Fig. 1: logic cells by family
Drawn at 4 px/um.
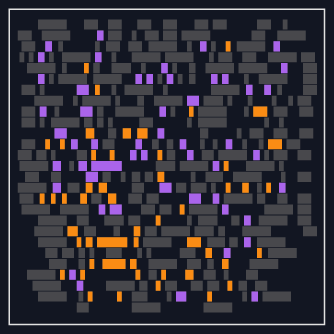
Fig. 2: clock distribution
Drawn at 4 px/um.
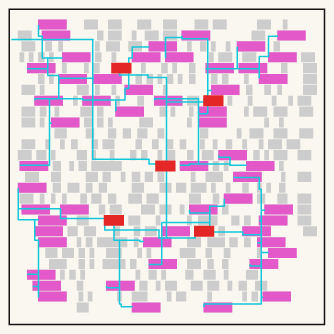
Fig. 3: routed metal, one color a layer
Drawn at 6 px/um.
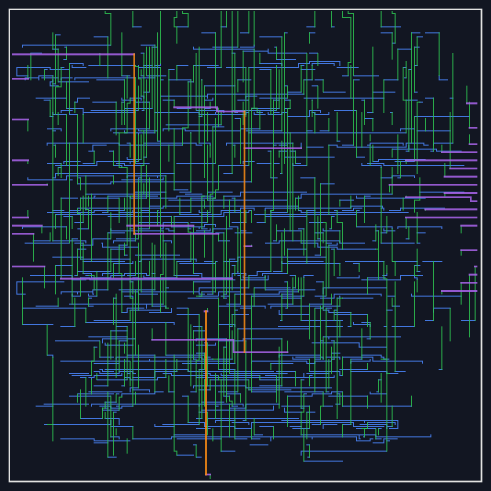
`config.mk`:
```
export PLATFORM = sky130hd
export DESIGN_NAME = puf_host_initiator
export DESIGN_NICKNAME = d
export VERILOG_FILES = /design/src/rtl/puf_host_initiator.sv
export SDC_FILE = /design/constraint.sdc
export NUM_CORES = 1
export LEC_CHECK = 0
export ABC_CLOCK_PERIOD_IN_PS = 5700
export CELL_PAD_IN_SITES_DETAIL_PLACEMENT = 1
export CELL_PAD_IN_SITES_GLOBAL_PLACEMENT = 1
export CORE_UTILIZATION = 41
export DETAILED_ROUTE_END_ITERATION = 8
export PLACE_DENSITY_LB_ADDON = 0.1
export SETUP_SLACK_MARGIN = 0.4
export SLEW_MARGIN = 20
export SYNTH_ARGS = -nofsm -noshare
export SYNTH_HDL_FRONTEND = slang
export SYNTH_SLANG_ARGS = --single-unit
```
`constraint.sdc`:
```
create_clock -name clk -period 5.7 [get_ports clk]
set_input_delay 1.425 -clock clk [delete_from_list [all_inputs] [get_ports clk]]
set_output_delay 1.425 -clock clk [all_outputs]
set_load 0.005 [all_outputs]
```
`src/rtl/puf_host_initiator.sv`:
```
// Host-side initiator for the PUF challenge/response link over a UART byte channel.
// Latency: start -> busy +1 cycle, -> tx_start +2 cycles; rx_valid -> resp_valid +1 cycle.
// Backpressure: each TX launch waits for tx_busy low; RX has no backpressure, and a silent device ends the transaction with a timeout.
// Ports: clk/reset (sync, active-high); start/challenge request a transaction;
//   tx_busy/tx_start/tx_data drive the UART TX; rx_valid/rx_data come from the UART RX;
//   resp_valid/resp_data/resp_last stream the response; busy/done/error/error_code report status.
module puf_host_initiator #(
  parameter int                   DATA_BITS      = 8,
  parameter logic [DATA_BITS-1:0] ID_REQ_BYTE    = 8'h49,
  parameter logic [DATA_BITS-1:0] EXPECTED_ID    = 8'hA5,
  parameter int                   RESP_BYTES     = 4,
  parameter int                   TIMEOUT_CYCLES = 100000
) (
  input  logic                 clk,
  input  logic                 reset,
  input  logic                 start,
  input  logic [DATA_BITS-1:0] challenge,
  input  logic                 tx_busy,
  output logic                 tx_start,
  output logic [DATA_BITS-1:0] tx_data,
  input  logic                 rx_valid,
  input  logic [DATA_BITS-1:0] rx_data,
  output logic                 resp_valid,
  output logic [DATA_BITS-1:0] resp_data,
  output logic                 resp_last,
  output logic                 busy,
  output logic                 done,
  output logic                 error,
  output logic [1:0]           error_code
);

  localparam int BCW = $clog2(RESP_BYTES + 1);
  localparam int TOW = $clog2(TIMEOUT_CYCLES);
  localparam logic [BCW-1:0] LAST_IDX = BCW'(RESP_BYTES - 1);
  localparam logic [TOW-1:0] TO_LIMIT = TOW'(TIMEOUT_CYCLES - 1);

  localparam logic [1:0] ERR_NONE = 2'b00;
  localparam logic [1:0] ERR_ID   = 2'b01;
  localparam logic [1:0] ERR_TMO  = 2'b10;

  typedef enum logic [2:0] {
    S_IDLE, S_SEND_REQ, S_WAIT_ID, S_SEND_CHAL, S_WAIT_RESP
  } state_t;

  state_t state_q, state_d;

  logic [DATA_BITS-1:0] chal_q, chal_d;
  logic [BCW-1:0]       byte_cnt_q, byte_cnt_d;
  logic [TOW-1:0]       tmo_q, tmo_d;

  logic                 tx_start_q, tx_start_d;
  logic [DATA_BITS-1:0] tx_data_q, tx_data_d;
  logic                 resp_valid_q, resp_valid_d;
  logic [DATA_BITS-1:0] resp_data_q, resp_data_d;
  logic                 resp_last_q, resp_last_d;
  logic                 busy_q, busy_d;
  logic                 done_q, done_d;
  logic                 error_q, error_d;
  logic [1:0]           error_code_q, error_code_d;

  // Timeout fires only on a cycle without rx_valid, so a same-cycle byte wins.
  logic tmo_hit;
  assign tmo_hit = (tmo_q == TO_LIMIT);

  logic last_byte;
  assign last_byte = (byte_cnt_q == LAST_IDX);

  // State register
  always_ff @(posedge clk) begin
    if (reset) state_q <= S_IDLE;
    else       state_q <= state_d;
  end

  // Next-state logic
  always_comb begin
    state_d = state_q;
    case (state_q)
      S_IDLE:      if (start) state_d = S_SEND_REQ;
      S_SEND_REQ:  if (!tx_busy) state_d = S_WAIT_ID;
      S_WAIT_ID: begin
        if (rx_valid)     state_d = (rx_data == EXPECTED_ID) ? S_SEND_CHAL : S_IDLE;
        else if (tmo_hit) state_d = S_IDLE;
      end
      S_SEND_CHAL: if (!tx_busy) state_d = S_WAIT_RESP;
      S_WAIT_RESP: begin
        if (rx_valid)     begin if (last_byte) state_d = S_IDLE; end
        else if (tmo_hit) state_d = S_IDLE;
      end
      default:     state_d = S_IDLE;
    endcase
  end

  // Output / datapath next-state logic; every output is registered below.
  always_comb begin
    chal_d       = chal_q;
    byte_cnt_d   = byte_cnt_q;
    tmo_d        = tmo_q;
    tx_start_d   = 1'b0;
    tx_data_d    = tx_data_q;
    resp_valid_d = 1'b0;
    resp_data_d  = resp_data_q;
    resp_last_d  = 1'b0;
    done_d       = 1'b0;
    error_d      = error_q;
    error_code_d = error_code_q;
    busy_d       = (state_d != S_IDLE);
    case (state_q)
      S_IDLE: begin
        if (start) begin
          chal_d       = challenge;
          error_d      = 1'b0;
          error_code_d = ERR_NONE;
        end
      end
      S_SEND_REQ: begin
        if (!tx_busy) begin
          tx_start_d = 1'b1;
          tx_data_d  = ID_REQ_BYTE;
          tmo_d      = '0;
        end
      end
      S_WAIT_ID: begin
        if (rx_valid) begin
          tmo_d = '0;
          if (rx_data != EXPECTED_ID) begin
            error_d      = 1'b1;
            error_code_d = ERR_ID;
          end
        end else if (tmo_hit) begin
          error_d      = 1'b1;
          error_code_d = ERR_TMO;
        end else begin
          tmo_d = tmo_q + TOW'(1);
        end
      end
      S_SEND_CHAL: begin
        if (!tx_busy) begin
          tx_start_d = 1'b1;
          tx_data_d  = chal_q;
          byte_cnt_d = '0;
          tmo_d      = '0;
        end
      end
      S_WAIT_RESP: begin
        if (rx_valid) begin
          tmo_d        = '0;
          resp_valid_d = 1'b1;
          resp_data_d  = rx_data;
          if (last_byte) begin
            resp_last_d = 1'b1;
            done_d      = 1'b1;
            byte_cnt_d  = '0;
          end else begin
            byte_cnt_d = byte_cnt_q + BCW'(1);
          end
        end else if (tmo_hit) begin
          error_d      = 1'b1;
          error_code_d = ERR_TMO;
        end else begin
          tmo_d = tmo_q + TOW'(1);
        end
      end
      default: ;
    endcase
  end

  always_ff @(posedge clk) begin
    if (reset) begin
      chal_q       <= '0;
      byte_cnt_q   <= '0;
      tmo_q        <= '0;
      tx_start_q   <= 1'b0;
      tx_data_q    <= '0;
      resp_valid_q <= 1'b0;
      resp_data_q  <= '0;
      resp_last_q  <= 1'b0;
      busy_q       <= 1'b0;
      done_q       <= 1'b0;
      error_q      <= 1'b0;
      error_code_q <= ERR_NONE;
    end else begin
      chal_q       <= chal_d;
      byte_cnt_q   <= byte_cnt_d;
      tmo_q        <= tmo_d;
      tx_start_q   <= tx_start_d;
      tx_data_q    <= tx_data_d;
      resp_valid_q <= resp_valid_d;
      resp_data_q  <= resp_data_d;
      resp_last_q  <= resp_last_d;
      busy_q       <= busy_d;
      done_q       <= done_d;
      error_q      <= error_d;
      error_code_q <= error_code_d;
    end
  end

  assign tx_start   = tx_start_q;
  assign tx_data    = tx_data_q;
  assign resp_valid = resp_valid_q;
  assign resp_data  = resp_data_q;
  assign resp_last  = resp_last_q;
  assign busy       = busy_q;
  assign done       = done_q;
  assign error      = error_q;
  assign error_code = error_code_q;

endmodule

```
==> flow_summary.yaml <==
# flow metrics
clock_tree:
  path_clk_slew_ns: 0.09
  cts_tree: "built"
  cts_sinks: 54
  cts_htree_levels: 2
  worstSkewPairLatency_ns: 0.30
  cts_hold_buf: 0
  cts_buffers: 5
pwr:
  p_seq_w: 0.000394
  finalPower_w: 0.000676
  p_per_area_nw_per_um2: 229
  p_int_w: 0.000515
  power_frac_comb: 0.098
  power_clock_w: 0.000216
  seqPwrFrac: 0.583
drt:
  top_layer: "met4"
  wl_met3_um: 249
  drt_iter0_drc: 78
  drt_first_pass_iters: 4
  viasPerCell: 5.32
  drc_errors: 0
  wl_per_cell_um: 14.6
  drtAntennaViolNets: 0
worst_setup_path:
  cp.arrival_ns: 3.37
  crit_path_end: "tmo_q[15]"
  ff2ff_setup_slack_ns: 3.41
  crit-reg2reg-launch: "state_q[1]"
  critPathSlowestCell: "a311o_1"
  r2r_cells: 5
  rr_endpoint: "tmo_q[15]"
  crit_start: "tx_busy"
  crit_chain: "clkdlybuf4s50_1 -> nor3_1 -> buf_4 -> a311o_1 -> nor2_1 -> mux2_1"
floorplanning:
  die_x_um: 78.4
  die_y_um: 78.4
global_route:
  busiest_layer: "met2"
  grt_max_degree: 36
  grt_pass1_vias: 2115
  grt_antenna_before_repair: 0
final_layout:
  ff_count: 54
  inv_count: 12
  signal_buffers: 46
  comb_area_sq_um: 1190
  sh_seq_area: 0.366
  area_growth_pct: 23.4
  clkCellAreaFrac: 0.0309
  stdcell_area_sq_um: 2960
  final_cells: 397
status:
  status: "complete, no violations"
worst_hold_path:
  min_delay_path_depth: 2
logic_synthesis:
  ys_cells: 287
  avgSynthCellArea_sq_um: 8.35
  common_cells: "dfxtp_1, nand2_1, a21oi_1"
  ys_seq_frac: 0.451
  synthesis.nets: 310
  ys_sh_simple: 0.283
  mux_share: 0.00470
  most_common_cell: "dfxtp_1"
  synthArstFlopShare: 0
  yosysTopAreaCell: "dfxtp_1"
final_timing:
  min_period_ns: 3.18
  finalSetupViolCount: 0
  worst_pin_slew_ns: 0.905
  period_used_share: 0.558
  drv_slew: 0
  tns_ns: 0
place:
  dpl.hpwl_um: 4160
  io_buffers: 44
Back to the opening pictures, Fig. 1:
| family | color | cells |
|---|---|---|
| NOR gates | orange | 51 |
| inverting AOI/OAI gates | purple | 52 |

Back to the opening pictures, Fig. 2:
[flip-flops] magenta | count: 54
[cells driving clock nets] red | count: 5
[clock wires] cyan | length: 617 um
routed clock nets: 6
flops lie: spread over the die

Back to the opening pictures, Fig. 3:
| layer | color | wire length |
|---|---|---|
| met1 | blue | 2,830 um |
| met4 | orange | 97.2 um |
| met2 | green | 2,610 um |
| met3 | purple | 250 um |

==> placed cells by master (no fill, tap or decap), drive strengths merged, types with 2 or more instances in the layout <==
master	Yosys	routed
a21oi	33	33
a311oi	4	4
a31o	3	3
a31oi	3	3
and2	2	2
and3	2	2
and4	4	4
buf	6	2
clkbuf	10	7
clkdlybuf4s50	0	44
dfxtp	54	54
ha	2	2
inv	12	12
nand2	45	45
nand2b	3	3
nand3	12	12
nand4	4	4
nor2	30	30
nor2b	3	3
nor3	10	10
nor3b	2	2
nor4	3	3
nor4bb	3	3
o21a	2	2
o21ai	6	6
o32ai	2	2
or3	4	4
xnor2	10	10
xor2	2	2
Power and IR drop assume default switching activity.
